Design display_arbiter_flat, sky130hd; sources not shown.
Fig. 1: run 1, signal wires on met3
Scale: 4 px per µm. Cells faint in the background.
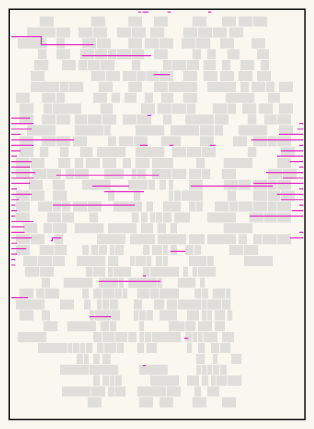
wire length on this layer: 358 µm
main direction: horizontal
longest straight run: 25.3 µm
share of all routed wire: 4.4%
DRT Wirelength: 8080 µm
met3 GRT Util: 3.35%
vias: 2850

Fig. 2: run 1, clock routing
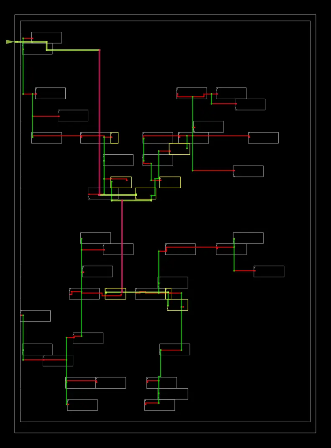
clk_lat worst skew: 0.28 ns
CTS Buf Count: 5
clock sinks: 38
Clk power: 0.000165 W
CLK BUF: 7

Fig. 3: run 1, routed clock nets over the placement
Scale: 4 px per µm.
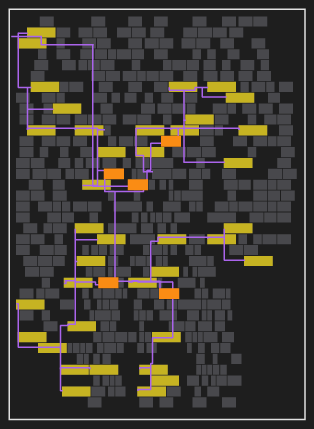
[clock drivers] orange | count: 5
[clock wires] purple | length: 501 µm
[flip-flops] yellow | count: 38
routed clock nets: 6
Fin Clk Skew: 0.00325 ns
Clk pwr share: 6.9%

==> Changelog: implementation, run 1 <==
## Flow update

- Clock-cell share of area: 2.30%
- Simple Share, Synth: 25.0%
- DR pass1 iterations: 4
- Unique masters post-synth: 54
- Outcome: finished, final reports clean
- Period utilization: 59.5%
- Area of the multi-input gates: 1690 µm²
- Ys flops: 38
- Yosys warnings: 6
- Seq. pwr: 0.000338 W
- Sequential power share: 14.1%
- Setup CP Type: in2reg
- WL met3: 357 µm
- CP Depth: 11
- GRT overflow: 0
- Synth Area in XOR/XNOR: 0.643%
- Main synth FF type: dfxtp_1
- I/O pins: 106
- CTS tree: built
- Number of global-route vias before repair: 2750
- DR DRC count: 0
- Leakage: 1.63 nW
- Worst-Margin Slew: 0.713 ns
- Number of max-cap violations: 0
- Commonest cells in the netlist: dfxtp_1 (38), o22ai_1 (26), o221ai_1 (25)
- Buffering overhead: 32.4%
- Number of hold buffers added after cts: 0
- Clk slew on worst S/H paths: 0.07 ns
- Post-route setup slack: 2.63 ns
- Most common cell in the synthesized netlist: dfxtp_1
- DRT iter0 DRCs: 132
- Fin util: 57.3%
- Sequential portion of the cell area: 19.1%
- Buf/Inv on CP: 4
- Rows: 36
- RSZ-0062 raised after global routing: no
- Mapped Avg Cell Area: 8.90 µm²
- Flop count: 38
- Final Net Count: 500
- Crit-path max FO: 10
- Comb pwr: 0.00189 W
- P_sw: 0.00123 W
- Routability congestion estimate: 0.842
- Combinational Power Share: 79.0%
- Top logic family: AND-OR/OR-AND gates
- H-tree depth: 2
- # Cells Yosys: 306
- YS chip area: 2720 µm²
- Layout Cells excl Fill: 513
- Die width: 73.6 µm
- Crit path max-delay cell type: clkdlybuf4s50_1
- Critical path, cell by cell: clkdlybuf4s50_1 -> o2bb2ai_1 -> o22ai_1 -> a2111oi_0 -> a311o_1 -> buf_6 -> clkinv_1 -> buf_2 -> o221ai_1 -> o211a_1 -> nor3_2
- FMAX: 259 MHz
- Logic inverters: 7
- Post-cts sizing count: 0
- PD cells: 603 nW/µm²
- Vert. Die Dim: 102 µm
- Non-clk bufs: 135
- Largest class: multi-input combinational cells
- CP required: 6.65 ns
- DR WL/cell: 15.7 µm
- Sequential Area: 761 µm²
- Met2 Track Usage GR: 39.0%
- Switching Share: 51.2%
- Detailed Place HPWL: 6140 µm
- Critical Path Start Type: primary input
- Final setup TNS: 0 ns
- M1 WL: 3340 µm
- Top power group: combinational logic
- Slew HR: 52.5%
- GRT busiest layer: met2
- Port Buffer Count: 104
- DIE AREA: 7520 µm²
==> inputs of run 2 (changes only) <==
--- a/config.mk
+++ b/config.mk
@@ -11,7 +11,7 @@
 export CTS_CLUSTER_SIZE = 24
 export DETAILED_ROUTE_END_ITERATION = 6
 export GPL_TIMING_DRIVEN = 0
-export PLACE_DENSITY = 0.71
+export PLACE_DENSITY = 0.74
 export SLEW_MARGIN = 30
 export SYNTH_ARGS = -nofsm -noshare
 export SYNTH_HDL_FRONTEND = slang
==> constraint.sdc (replaced) <==
create_clock -name clk -period 3.4 [get_ports clk]
set_input_delay 0.68 -clock clk [delete_from_list [all_inputs] [get_ports clk]]
set_output_delay 0.68 -clock clk [all_outputs]
set_load 0.05 [all_outputs]
==> run 2 against run 1 <==
Critical path depth unchanged. Global-route usage down 0.54 points. Clock-buffer cell count down 2. First-iteration DRC count up 55%. Register-to-register slack worse by 3.1 ns. Critical path type unchanged.
==> Changelog: implementation, run 2 <==
## Flow update

- Clock-cell share of area: 2.84% (was 2.30%)
- M1 WL: 3160 µm (was 3340 µm)
- Simple Share, Synth: 25.0% (unchanged)
- Final setup TNS: 0 ns (unchanged)
- H-tree depth: 2 (unchanged)
- Final Net Count: 500 (unchanged)
- Number of hold buffers added after cts: 0 (unchanged)
- P_sw: 0.00239 W (was 0.00123 W)
- FMAX: 312 MHz
- CP Depth: 11 (unchanged)
- Top power group: combinational logic (unchanged)
- Outcome: finished, final reports clean (unchanged)
- Yosys warnings: 6 (unchanged)
- WL met3: 475 µm (was 357 µm)
- # Cells Yosys: 306 (unchanged)
- Worst-Margin Slew: 0.663 ns (was 0.713 ns)
- Top logic family: AND-OR/OR-AND gates (unchanged)
- Sequential portion of the cell area: 19.0% (was 19.1%)
- GRT overflow: 0 (unchanged)
- PD cells: 1170 nW/µm² (was 603 nW/µm²)
- Slew HR: 55.8% (was 52.5%)
- Layout Cells excl Fill: 513 (unchanged)
- DR pass1 iterations: 4 (unchanged)
- Critical Path Start Type: primary input (unchanged)
- Mapped Avg Cell Area: 8.90 µm² (unchanged)
- Comb pwr: 0.00366 W (was 0.00189 W)
- Sequential power share: 13.8% (was 14.1%)
- Detailed Place HPWL: 6120 µm (was 6140 µm)
- Synth Area in XOR/XNOR: 0.643% (unchanged)
- Met3 GRT Util: 3.16% (was 3.35%)
- Post-route setup slack: 0.190 ns (was 2.63 ns)
- DR WL/cell: 15.8 µm (was 15.7 µm)
- Port Buffer Count: 104 (unchanged)
- Buf/Inv on CP: 3 (was 4)
- Number of max-cap violations: 0 (unchanged)
- Logic inverters: 7 (unchanged)
- Fin util: 57.9% (was 57.3%)
- Rows: 36 (unchanged)
- DIE AREA: 7520 µm² (unchanged)
- Vert. Die Dim: 102 µm (unchanged)
- Area of the multi-input gates: 1710 µm² (was 1690 µm²)
- Setup CP Type: in2reg (unchanged)
- I/O pins: 106 (unchanged)
- Routability congestion estimate: 0.924 (was 0.842)
- Number of global-route vias before repair: 2717 (was 2750)
Fig. 4: run 2, metal 1
Scale: 3 px per µm. Supply wires on this layer in grey.
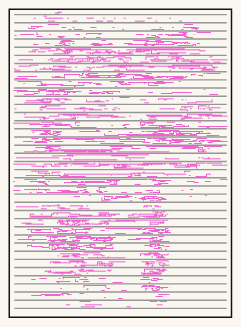
nets with wire on the layer: 430
main direction: horizontal
wire length on this layer: 3160 µm
longest straight run: 34.0 µm
share of all routed wire: 39%
grt met1 use: 24.0%
DRT Wirelength: 8100 µm
vias: 2898

Fig. 5: run 2, routed clock nets over the placement
Scale: 4 px per µm.
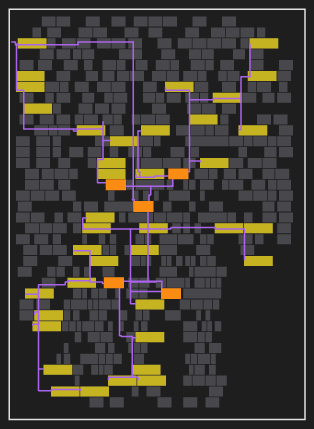
[flip-flops] yellow | count: 38
[clock wires] purple | length: 508 µm
[clock drivers] orange | count: 5
flops lie: spread over the die
routed clock nets: 6
Clk pwr share: 8.3%
Fin Clk Skew: 0.00839 ns
clk_lat worst skew: 0.29 ns
Clk power: 0.000388 W

Power and IR drop assume default switching activity.
